$ cat config.mk
export PLATFORM = sky130hd
export DESIGN_NAME = log_div_lut_loader
export DESIGN_NICKNAME = d
export VERILOG_FILES = /design/src/rtl/log_div_lut_loader.sv
export SDC_FILE = /design/constraint.sdc
export NUM_CORES = 1
export LEC_CHECK = 0
export ABC_CLOCK_PERIOD_IN_PS = 3800
export CELL_PAD_IN_SITES_DETAIL_PLACEMENT = 1
export CELL_PAD_IN_SITES_GLOBAL_PLACEMENT = 2
export CORE_ASPECT_RATIO = 0.8
export CORE_MARGIN = 8
export CORE_UTILIZATION = 44
export CTS_CLUSTER_SIZE = 25
export DETAILED_ROUTE_END_ITERATION = 16
export GPL_ROUTABILITY_DRIVEN = 0
export GPL_TIMING_DRIVEN = 0
export MAX_ROUTING_LAYER = met4
export PLACE_DENSITY_LB_ADDON = 0.3
export RECOVER_POWER = 100
export SLEW_MARGIN = 20
export SYNTH_ARGS = -nofsm -noshare
export SYNTH_HDL_FRONTEND = slang
export SYNTH_SLANG_ARGS = --single-unit
$ cat constraint.sdc
create_clock -name clk -period 3.8 [get_ports clk]
set_clock_uncertainty 0.15 [all_clocks]
set_input_delay 0.95 -clock clk [delete_from_list [all_inputs] [get_ports clk]]
set_output_delay 0.95 -clock clk [all_outputs]
set_load 0.05 [all_outputs]
$ cat src/rtl/log_div_lut_loader.sv
// Streams host-supplied log2/exp2 table entries through a small FIFO into the
// divider's LUT write port, producing exactly LUT_SIZE ordered write beats.
module log_div_lut_loader #(
  parameter int FLOAT_LEN  = 16,
  parameter int MANT_LEN   = 10,
  parameter int LUT_SIZE   = 128,
  parameter int FIFO_DEPTH = 4
) (
  input  logic                 clk,
  input  logic                 rst_n,
  input  logic                 start,
  input  logic                 in_valid,
  output logic                 in_ready,
  input  logic [MANT_LEN-1:0]  in_log2,
  input  logic [FLOAT_LEN-1:0] in_exp2,
  output logic                 lut_wr_en,
  output logic [MANT_LEN-1:0]  log2_lut_data_in,
  output logic [FLOAT_LEN-1:0] exp2_lut_data_in,
  output logic                 busy,
  output logic                 lut_ready
);

  localparam int CNT_W = $clog2(LUT_SIZE) + 1;
  localparam int PTR_W = $clog2(FIFO_DEPTH);
  localparam int OCC_W = PTR_W + 1;
  localparam int ENT_W = MANT_LEN + FLOAT_LEN;
  localparam logic [CNT_W-1:0] LUT_SIZE_C  = CNT_W'(LUT_SIZE);
  localparam logic [CNT_W-1:0] LAST_BEAT_C = CNT_W'(LUT_SIZE - 1);
  localparam logic [OCC_W-1:0] DEPTH_C     = OCC_W'(FIFO_DEPTH);

  typedef enum logic [1:0] {
    S_IDLE = 2'd0,
    S_LOAD = 2'd1,
    S_WAIT = 2'd2,
    S_DONE = 2'd3
  } state_t;

  state_t               state_q, state_d;
  logic [CNT_W-1:0]     acc_cnt_q, acc_cnt_d;
  logic [CNT_W-1:0]     sent_cnt_q, sent_cnt_d;
  logic [PTR_W-1:0]     wr_ptr_q, wr_ptr_d;
  logic [PTR_W-1:0]     rd_ptr_q, rd_ptr_d;
  logic [OCC_W-1:0]     occ_q, occ_d;
  logic [1:0]           wait_cnt_q, wait_cnt_d;
  logic                 lut_wr_en_q, lut_wr_en_d;
  logic [MANT_LEN-1:0]  log2_q, log2_d;
  logic [FLOAT_LEN-1:0] exp2_q, exp2_d;
  logic                 busy_q, busy_d;
  logic                 lut_ready_q, lut_ready_d;
  logic [ENT_W-1:0]     mem_q [FIFO_DEPTH];

  logic fifo_full_s;
  logic fifo_empty_s;
  logic in_ready_s;
  logic push_s;
  logic pop_s;

  assign fifo_full_s  = (occ_q == DEPTH_C);
  assign fifo_empty_s = (occ_q == {OCC_W{1'b0}});
  assign in_ready_s   = (state_q == S_LOAD) && !fifo_full_s && (acc_cnt_q < LUT_SIZE_C);
  assign push_s       = in_valid && in_ready_s;
  assign pop_s        = (state_q == S_LOAD) && !fifo_empty_s && (sent_cnt_q < LUT_SIZE_C);

  always_comb begin
    state_d     = state_q;
    acc_cnt_d   = acc_cnt_q;
    sent_cnt_d  = sent_cnt_q;
    wr_ptr_d    = wr_ptr_q;
    rd_ptr_d    = rd_ptr_q;
    occ_d       = occ_q;
    wait_cnt_d  = wait_cnt_q;
    lut_wr_en_d = 1'b0;
    log2_d      = log2_q;
    exp2_d      = exp2_q;
    busy_d      = busy_q;
    lut_ready_d = lut_ready_q;
    case (state_q)
      S_IDLE: begin
        if (start) begin
          state_d    = S_LOAD;
          acc_cnt_d  = {CNT_W{1'b0}};
          sent_cnt_d = {CNT_W{1'b0}};
          wr_ptr_d   = {PTR_W{1'b0}};
          rd_ptr_d   = {PTR_W{1'b0}};
          occ_d      = {OCC_W{1'b0}};
          busy_d     = 1'b1;
        end else begin
          state_d = S_IDLE;
        end
      end
      S_LOAD: begin
        if (push_s) begin
          wr_ptr_d  = wr_ptr_q + PTR_W'(1);
          acc_cnt_d = acc_cnt_q + CNT_W'(1);
        end else begin
          wr_ptr_d  = wr_ptr_q;
        end
        if (pop_s) begin
          rd_ptr_d         = rd_ptr_q + PTR_W'(1);
          sent_cnt_d       = sent_cnt_q + CNT_W'(1);
          {log2_d, exp2_d} = mem_q[rd_ptr_q];
          lut_wr_en_d      = 1'b1;
        end else begin
          rd_ptr_d = rd_ptr_q;
        end
        if (push_s && !pop_s) begin
          occ_d = occ_q + OCC_W'(1);
        end else if (pop_s && !push_s) begin
          occ_d = occ_q - OCC_W'(1);
        end else begin
          occ_d = occ_q;
        end
        // Leave LOAD at the same edge that registers the final beat
        if (pop_s && (sent_cnt_q == LAST_BEAT_C)) begin
          state_d    = S_WAIT;
          wait_cnt_d = 2'd0;
        end else begin
          state_d = S_LOAD;
        end
      end
      S_WAIT: begin
        // Covers the divider's sample of the final beat plus its pointer update
        // and write-done registration before the tables are declared usable.
        if (wait_cnt_q == 2'd2) begin
          state_d     = S_DONE;
          busy_d      = 1'b0;
          lut_ready_d = 1'b1;
        end else begin
          wait_cnt_d = wait_cnt_q + 2'd1;
        end
      end
      S_DONE: begin
        state_d = S_DONE;
      end
      default: begin
        state_d     = S_IDLE;
        busy_d      = 1'b0;
        lut_ready_d = 1'b0;
      end
    endcase
  end

  always_ff @(posedge clk) begin
    if (!rst_n) begin
      state_q     <= S_IDLE;
      acc_cnt_q   <= {CNT_W{1'b0}};
      sent_cnt_q  <= {CNT_W{1'b0}};
      wr_ptr_q    <= {PTR_W{1'b0}};
      rd_ptr_q    <= {PTR_W{1'b0}};
      occ_q       <= {OCC_W{1'b0}};
      wait_cnt_q  <= 2'd0;
      lut_wr_en_q <= 1'b0;
      log2_q      <= {MANT_LEN{1'b0}};
      exp2_q      <= {FLOAT_LEN{1'b0}};
      busy_q      <= 1'b0;
      lut_ready_q <= 1'b0;
    end else begin
      state_q     <= state_d;
      acc_cnt_q   <= acc_cnt_d;
      sent_cnt_q  <= sent_cnt_d;
      wr_ptr_q    <= wr_ptr_d;
      rd_ptr_q    <= rd_ptr_d;
      occ_q       <= occ_d;
      wait_cnt_q  <= wait_cnt_d;
      lut_wr_en_q <= lut_wr_en_d;
      log2_q      <= log2_d;
      exp2_q      <= exp2_d;
      busy_q      <= busy_d;
      lut_ready_q <= lut_ready_d;
    end
  end

  // Entry storage needs no reset; occupancy alone decides what is valid
  always_ff @(posedge clk) begin
    if (push_s) begin
      mem_q[wr_ptr_q] <= {in_log2, in_exp2};
    end
  end

  assign in_ready         = in_ready_s;
  assign lut_wr_en        = lut_wr_en_q;
  assign log2_lut_data_in = log2_q;
  assign exp2_lut_data_in = exp2_q;
  assign busy             = busy_q;
  assign lut_ready        = lut_ready_q;

endmodule
Figure 1. Wiring heat map (run 1).
(2 px per um) 30 x 25 tiles, from dark blue (low) to red (high), scaled to the fullest tile. Values are wire area over tile area, all layers added.
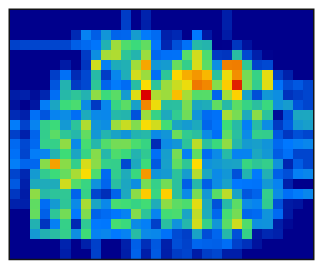
18% of the tiles are over half the peak. The emptiest ninth of the die: upper left. 21% of the tiles are nearly empty.
total track usage: 16.6%
Routed WL: 14300 um
vias: 3873

Figure 2. Register map, names as in the netlist (run 1).
(4 px per um) Other sequential cells in the stronger gray, the rest of the logic in the fainter gray.
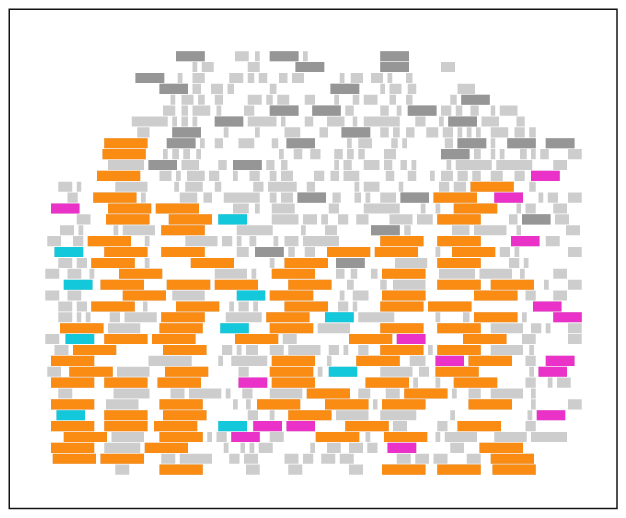
Key: log2_lut_data_in = cyan [flops 10]; exp2_lut_data_in = magenta [flops 16]; mem_q = orange [flops 104]
Another 30 sequential cells are not colored.

==> results.toml, run 1 <==
# synthesis and place-and-route metrics
[worst_setup_path]
worstReg2RegEnd = "mem_q[1][1]"
cp.required_ns = 2.70
worst_ep_arrival_time_ns = 2.52
worstSetupEndpoint = "in_ready"
critPathMaxFanout = 10

[timing]
holdWs_ns = 0.310

[grt]
grt.overflow.total = 0
gr-max-usage-layer = "met2"
met1_usage_pct = 20.3
first_global_vias = 4271
met3_usage_pct = 4.47

[pwr]
p_total_w = 0.00387
power.group.top = "registers"
switchingPower_w = 0.000951
p_int_w = 0.00292
p_leak_nw = 2.71

[synth]
yosysUniqueCellTypes = 55
xor_area_share_pct = 1.63
enable_flop_cells = 104
top_area_share_pct = 48.3
ys_cells = 446
synth-compound-area-share_pct = 6.66
synth_seq_share_pct = 65.6
synthArstFlopShare_pct = 0

[run_status]
outcome = "complete, no violations"

[min_path]
min_path_cells = 2
hold_end = "log2_lut_data_in[0]"

[floorplanning]
die_h_um = 124
fp_util_pct = 45.1
die_w_um = 152

[clock_tree]
ctsHoldBuffers = 0
cts_max_level = 4

[placed_design]
place_area_um2 = 7300

[final_layout]
area_growth_pct = 21.0
lay_top_cells = "104 x edfxtp_1, 68 x nand2_1, 58 x dlygate4sd3_1"
diodes = 0
Figure 3. Nets reached from selected ports (run 1).
(3 px per um)
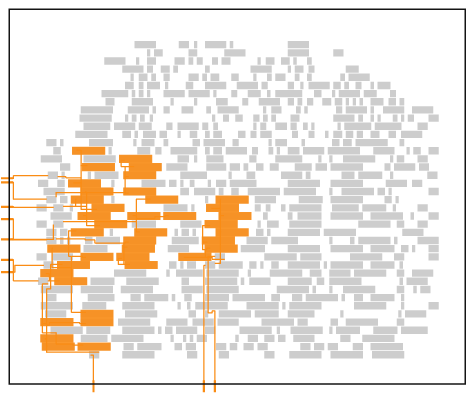
Key: in_log2 = orange [bits 10, direction input, edge 7 left, 3 bottom, end cells 40, wire 638 um]
I/O pins: 60
Buffers on Ports: 58

Figure 4. Signal wires by layer (run 1).
(2 px per um) Two of the layers only.
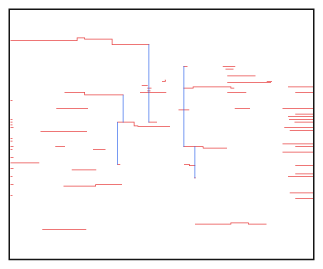
Key: met4 = blue [wire length 129 um]; met3 = red [wire length 649 um]

## run 1: flip-flops by register name, summed over array words and instances (netlist names)
register / count
acc_cnt_q: 8
busy: 1
exp2_lut_data_in: 16
log2_lut_data_in: 10
lut_ready: 1
lut_wr_en: 1
mem_q: 104
occ_q: 3
rd_ptr_q: 2
sent_cnt_q: 8
state_q: 2
wait_cnt_q: 2
wr_ptr_q: 2
## run 1: cell type report
| type | instances | area (um^2) | area share, % |
|---|---|---|---|
| clock inverter | 15 | 149 | 1.90 |
| clock buffer | 17 | 425 | 5.44 |
| timing repair buffer | 59 | 586 | 7.48 |
| buffer | 21 | 130 | 1.66 |
| sequential | 160 | 4240 | 54.2 |
| tap | 184 | 230 | 2.94 |
| multi-input combinational | 257 | 2030 | 26.0 |
| inverter | 8 | 30.0 | 0.384 |
--- run 2 (diff from run 1) ---
--- a/config.mk
+++ b/config.mk
@@ -15,6 +15,7 @@
 export DETAILED_ROUTE_END_ITERATION = 16
 export GPL_ROUTABILITY_DRIVEN = 0
 export GPL_TIMING_DRIVEN = 0
+export HOLD_SLACK_MARGIN = 0.02
 export MAX_ROUTING_LAYER = met4
 export PLACE_DENSITY_LB_ADDON = 0.3
 export RECOVER_POWER = 100
Figure 5. Wiring heat map (run 2).
(2 px per um) 30 x 25 tiles, from dark blue (low) to red (high), scaled to the fullest tile. Values are wire area over tile area, all layers added.
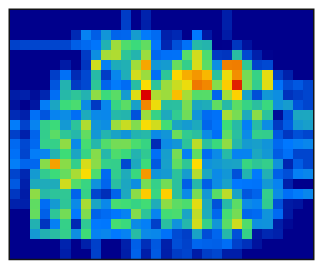
The densest ninth of the die: center. 18% of the tiles are over half the peak. 21% of the tiles are nearly empty. The emptiest ninth of the die: upper left. The fullest tile reaches 0.42. The mean over all tiles is 0.12.

Figure 6. Signal wires by layer (run 2).
(2 px per um) Two of the layers only.
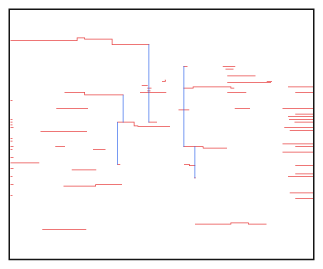
Key: met3 = red [wire length 649 um]; met4 = blue [wire length 129 um]
DR WL/cell: 19.9 um

Figure 7. Register map, names as in the netlist (run 2).
(4 px per um) Other sequential cells in the stronger gray, the rest of the logic in the fainter gray.
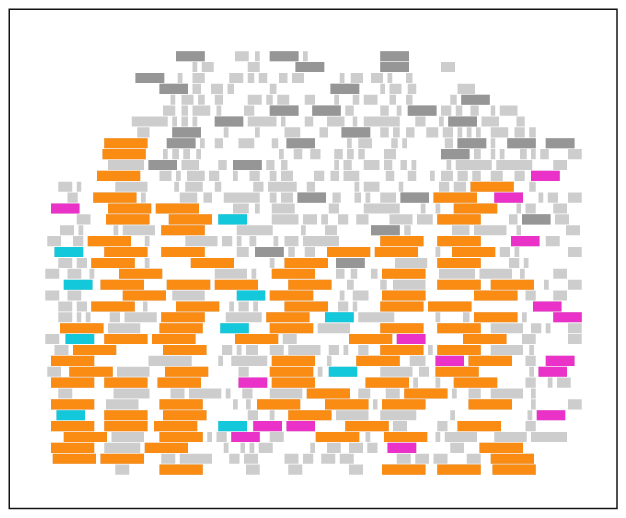
Key: mem_q = orange [flops 104]; exp2_lut_data_in = magenta [flops 16]; log2_lut_data_in = cyan [flops 10]

==> results.toml, run 2 <==
# synthesis and place-and-route metrics
[run_status]
outcome = "complete, no violations"

[grt]
grt.overflow.total = 0
antenna_found_initial = 0
first_global_vias = 4271
met3_usage_pct = 4.47
track_usage_pct = 16.6
gr-max-usage-layer = "met2"

[pwr]
p_total_w = 0.00387
p_int_w = 0.00292
switchingPower_w = 0.000951
p_leak_nw = 2.71
power.group.top = "registers"

[floorplanning]
nWellTaps = 184
pin_count = 60
die_w_um = 152
die_h_um = 124

[final_layout]
n_all_inverters = 8
largest_reg_flops = 104
lay_top_cells = "104 x edfxtp_1, 68 x nand2_1, 58 x dlygate4sd3_1"
signal_buffers = 80
logic_gates = 257
logic_area_um2 = 2030
comb-cell-share_pct = 26.0
largest_class = "flip-flops and latches"
seqAreaFraction_pct = 54.2
seq_cells = 160
diodes = 0
clock_buffers = 17
largest_register = "mem_q"
area_growth_pct = 21.0

[synth]
enable_flop_cells = 104
synth_seq_share_pct = 65.6
yosysUniqueCellTypes = 55
ys_top_cells_by_area = "edfxtp_1 48%, dfxtp_1 17%, mux4_2 9.1%"
synthArstFlopShare_pct = 0
top_area_share_pct = 48.3
syn_area_um2 = 6470
ys_cells = 446

[min_path]
min_path_cells = 2

[placed_design]
place_area_um2 = 7300
portBuffers = 58

[clock_tree]
ctsHoldBuffers = 0
postCtsSetupBuffers = 0

[routing]
drt_wl_total_um = 14300
vias = 3873

[worst_setup_path]
max_stage_delay_ns = 0.90
cp.required_ns = 2.70
critPathMaxFanout = 10

[timing]
final_hold_viol_count = 0
holdWs_ns = 0.310
-- run 2: cell counts after synthesis --
No cell type changed its count.
-- run 2: cell families (layout without fill, tap and decap cells) --
kind of cell / after synthesis / after routing / synth area share, %
buffers and inverters: 29 / 120 / 2.53
and+or+nand+nor: 149 / 149 / 11.6
xor gates and xnor gates: 12 / 12 / 1.63
DFF: 160 / 160 / 65.6
AOI/OAI and AO/OA: 55 / 55 / 6.66
muxes: 29 / 29 / 9.52
adders and majority gates: 12 / 12 / 2.44
-- run 2: worst paths after layout --
| check | endpoint | slack (ns) |
|---|---|---|
| min reg2reg | log2_lut_data_in[0] | 0.31 |
| max reg2reg | mem_q[1][1] | 0.70 |
| max | in_ready | 0.18 |
| min | log2_lut_data_in[0] | 0.31 |
